$ cat config.mk
export PLATFORM = sky130hd
export DESIGN_NAME = param_fifo
export DESIGN_NICKNAME = d
export VERILOG_FILES = /design/src/rtl/param_fifo.sv
export SDC_FILE = /design/constraint.sdc
export NUM_CORES = 1
export LEC_CHECK = 0
export CAP_MARGIN = 0
export CELL_PAD_IN_SITES_DETAIL_PLACEMENT = 0
export CELL_PAD_IN_SITES_GLOBAL_PLACEMENT = 1
export CORE_MARGIN = 8
export CORE_UTILIZATION = 35
export CTS_CLUSTER_SIZE = 30
export DETAILED_ROUTE_END_ITERATION = 10
export HOLD_SLACK_MARGIN = 0.03
export PLACE_DENSITY = 0.62
export SYNTH_ARGS = -nofsm -noshare
export SYNTH_HDL_FRONTEND = slang
export SYNTH_SLANG_ARGS = --single-unit
$ cat constraint.sdc
create_clock -name clk -period 3.1 [get_ports clk]
set_clock_uncertainty 0.05 [all_clocks]
set_input_delay 0.465 -clock clk [delete_from_list [all_inputs] [get_ports clk]]
set_output_delay 0.465 -clock clk [all_outputs]
set_load 0.02 [all_outputs]
$ cat src/rtl/param_fifo.sv
// Synchronous FIFO with a power-of-two depth.
// Supports a registered-read mode and a first-word-fall-through mode, registered
// full/empty/threshold flags, an occupancy count, and sticky overflow/underflow flags.
module param_fifo #(
    parameter int unsigned WIDTH    = 16,
    parameter int unsigned DEPTH    = 32,
    parameter int unsigned AF_LEVEL = DEPTH - 4,
    parameter int unsigned AE_LEVEL = 4,
    parameter bit          FWFT     = 1'b0
) (
    input  logic                     clk,
    input  logic                     rst,
    input  logic                     wr_en,
    input  logic [WIDTH-1:0]         din,
    input  logic                     rd_en,
    input  logic                     clr_err,
    output logic [WIDTH-1:0]         dout,
    output logic                     dout_valid,
    output logic                     full,
    output logic                     empty,
    output logic                     almost_full,
    output logic                     almost_empty,
    output logic [$clog2(DEPTH):0]   count,
    output logic                     overflow,
    output logic                     underflow
);

    localparam int unsigned PTR_W = $clog2(DEPTH);
    localparam int unsigned CNT_W = PTR_W + 1;

    logic [WIDTH-1:0] mem_q [DEPTH];

    logic [PTR_W-1:0] wr_ptr_q, wr_ptr_d;
    logic [PTR_W-1:0] rd_ptr_q, rd_ptr_d;
    logic [CNT_W-1:0] count_q, count_d;
    logic             full_q, full_d;
    logic             empty_q, empty_d;
    logic             af_q, af_d;
    logic             ae_q, ae_d;
    logic             ovf_q, ovf_d;
    logic             unf_q, unf_d;
    logic [WIDTH-1:0] dout_q, dout_d;
    logic             dv_q, dv_d;

    logic             wr_acc;
    logic             rd_acc;
    logic [WIDTH-1:0] head_d;

    // Next-state: acceptance, pointers, count, flags, error flags and read data
    always_comb begin
        wr_acc   = wr_en && !full_q;
        rd_acc   = rd_en && !empty_q;
        wr_ptr_d = wr_ptr_q;
        rd_ptr_d = rd_ptr_q;
        count_d  = count_q;
        ovf_d    = ovf_q;
        unf_d    = unf_q;
        dout_d   = dout_q;
        dv_d     = 1'b0;

        if (wr_acc) wr_ptr_d = wr_ptr_q + PTR_W'(1);
        if (rd_acc) rd_ptr_d = rd_ptr_q + PTR_W'(1);

        case ({wr_acc, rd_acc})
            2'b10:   count_d = count_q + CNT_W'(1);
            2'b01:   count_d = count_q - CNT_W'(1);
            default: count_d = count_q;
        endcase

        full_d  = (count_d == CNT_W'(DEPTH));
        empty_d = (count_d == '0);
        af_d    = (count_d >= CNT_W'(AF_LEVEL));
        ae_d    = (count_d <= CNT_W'(AE_LEVEL));

        // Set condition takes priority over the clear
        if (clr_err) begin
            ovf_d = 1'b0;
            unf_d = 1'b0;
        end
        if (wr_en && full_q)  ovf_d = 1'b1;
        if (rd_en && empty_q) unf_d = 1'b1;

        // Word at the head after this edge; bypass din when it lands in that slot now
        head_d = (wr_acc && (wr_ptr_q == rd_ptr_d)) ? din : mem_q[rd_ptr_d];

        if (FWFT) begin
            dv_d = !empty_d;
            if (!empty_d) dout_d = head_d;
        end else begin
            dv_d = rd_acc;
            if (rd_acc) dout_d = mem_q[rd_ptr_q];
        end
    end

    // Storage array; contents are intentionally not reset
    always_ff @(posedge clk) begin
        if (!rst && wr_acc) mem_q[wr_ptr_q] <= din;
    end

    // Control and output registers with synchronous reset
    always_ff @(posedge clk) begin
        if (rst) begin
            wr_ptr_q <= '0;
            rd_ptr_q <= '0;
            count_q  <= '0;
            full_q   <= 1'b0;
            empty_q  <= 1'b1;
            af_q     <= 1'b0;
            ae_q     <= 1'b1;
            ovf_q    <= 1'b0;
            unf_q    <= 1'b0;
            dout_q   <= '0;
            dv_q     <= 1'b0;
        end else begin
            wr_ptr_q <= wr_ptr_d;
            rd_ptr_q <= rd_ptr_d;
            count_q  <= count_d;
            full_q   <= full_d;
            empty_q  <= empty_d;
            af_q     <= af_d;
            ae_q     <= ae_d;
            ovf_q    <= ovf_d;
            unf_q    <= unf_d;
            dout_q   <= dout_d;
            dv_q     <= dv_d;
        end
    end

    assign dout         = dout_q;
    assign dout_valid   = dv_q;
    assign full         = full_q;
    assign empty        = empty_q;
    assign almost_full  = af_q;
    assign almost_empty = ae_q;
    assign count        = count_q;
    assign overflow     = ovf_q;
    assign underflow    = unf_q;

endmodule

==> images/congestion.png <==
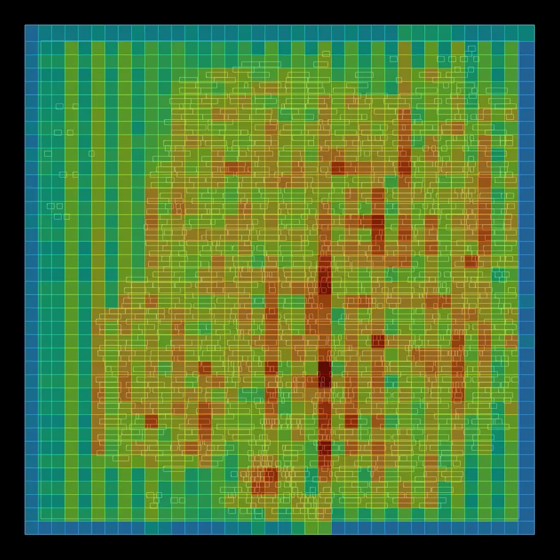
Total Routing Usage GR: 14.5%
final design utilization: 41.9%

==> images/logic_types.png <==
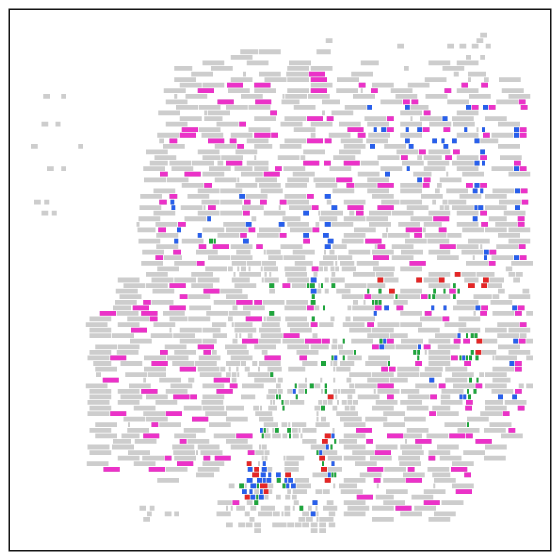
red -> non-inverting ao/oa cells  # cells 23, most used a22o_1
magenta -> mux cells  # cells 218, most used mux2i_1
blue -> aoi and oai cells  # cells 107, most used a22oi_1
green -> nand cells  # cells 79, most used nand2_1
Comb area share: 19.5%
fin cells: 2,126
most used logic cell in the final layout: edfxtp_1

==> results.ini <==
[status]
status = complete, no violations

[placement]
place_area_sq_um = 23800
dp.cells = 2019
portBuffers = 49

[sta]
fin_crit_sh_pct = 81.6
grt_setup_unrepaired = false
holdWs_ns = 0.420
max-slew-margin-rel_pct = 56.6
setup_violations = 0
tightest_slew_ns = 0.641
hold_viol = 0
fin_ws_ns = 0.571
maxSlewViolCount = 0
fin_setup_tns_ns = 0

[layout]
final_nets = 1315
combGateArea_sq_um = 5010
flops = 551
fillCellCount = 5396
areaGrowthSynthToFinish_pct = 19.3
largest_reg_flops = 512
nNonClkInverters = 8
mostFrequentLayoutCells = 512 x edfxtp_1, 114 x mux2i_1, 76 x mux4_2, 72 x buf_4, 57 x clkbuf_16
clkCellAreaFrac_pct = 7.01
largestClassByArea = flip-flops and latches
diodes = 2
signal_buffers = 152
buf_share_pct = 6.44
fin_area_sq_um = 25700

[worst_setup_path]
cp_top_family = multiplexers
crit_start = rd_ptr_q[0]$_SDFFE_PP0P_
crit_fanout = 19
worstRegToRegCells = 5
crit_arrival_ns = 2.96
critPathLaunchType = register
crit_cells = 5
slowest_stage = dfxtp_4
cpPeakStageDelay_ns = 0.60
crit_chain = buf_4 -> mux4_2 -> mux2_2 -> o221ai_1 -> o21ai_1
critPathKind = register to register
required_ns = 3.53
r2r-start = rd_ptr_q[0]$_SDFFE_PP0P_
r2r_setup_slack_ns = 0.57

[global_route]
top_usage_layer = met2
grt_use_met3_pct = 2.43
grt_util_met1_pct = 20.0
grt_pass1_wl_microns = 75600
grt_use_met2_pct = 23.7
antenna_found_initial = 2

[synth]
ys_cells = 1142
common_cells = 512 x edfxtp_1, 114 x mux2i_1, 76 x mux4_2, 53 x nor2_1, 42 x nand2_1
edf_count = 512
yosys-stat-area_sq_um = 21500
synthArstFlopShare_pct = 0
fa_ha_area_share_pct = 0.407
synth_area_per_cell_sq_um = 18.8
netlist.area_leader.share_pct = 71.5
ys_seq_share_pct = 75.1
synth-main-ff-cell = edfxtp_1
ys_warn_count = 0
synth_xor_xnor_area_share_pct = 0.489
top_cell = edfxtp_1
synthMuxAreaShare_pct = 14.7
syn_area_sq_um = 21500
syn-instance-count = 1142
yosysUniqueCellTypes = 49

[drt]
viasPerCell = 5.14
dr.max_layer_used = met5
drtIter0Drc = 924
ant_nets = 0
met2_length_microns = 24300

[floorplanning]
die-area_sq_um = 69600
tap_cells = 790
rows = 91
fp_util_pct = 35.1

[clock_network]
clkLatencyLatePin_ns = 0.61
root_buffer = clkbuf_16
clk_pin_slew_ns = 0.06
cts_tree = yes
cts_setup_buffers = 0
cts_resized = 0
postCtsHoldBufs = 0

[pwr]
switching_power_mw = 3.91
power_mw = 16.9
power.share.sequential_pct = 49.6
p_clk_mw = 6.58
maxPowerGroup = sequential cells
p_clk_share_pct = 39.1
peakVddDrop_uv = 404
swShare_pct = 23.2

[worst_hold_path]
min-delay-path-class = register to register
hold_end = dout[6]$_SDFFE_PP0P_

[job]
drv_cap = 0
tool_warnings = 29

==> images/wires.png <==
Two of the layers only.
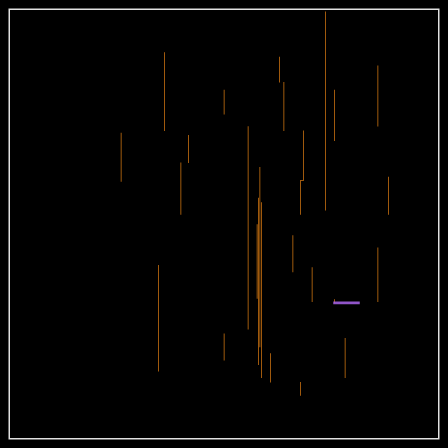
orange -> metal 4  # wire length 1,160 microns
purple -> metal 5  # wire length 14.7 microns
final WL: 51,300 microns
DR vias: 10,936
WL/cell: 24.1 microns

==> images/flops_by_reg.png <==
The bar under the picture is 100 microns long. Other sequential cells in the stronger gray, the rest of the logic in the fainter gray.
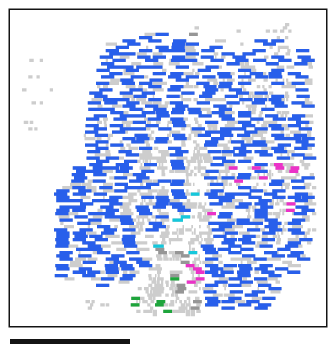
cyan -> `rd_ptr_q`  # flops 5
magenta -> `dout`  # flops 16
green -> `count`  # flops 6, where south
blue -> `mem_q`  # flops 512
not colored = 12
sequential group power: 8.37 mW
Flop area: 16,200 sq um
sequential cell area share: 63.0%

Power figures rest on the tool's default switching activity, not on a simulated workload.
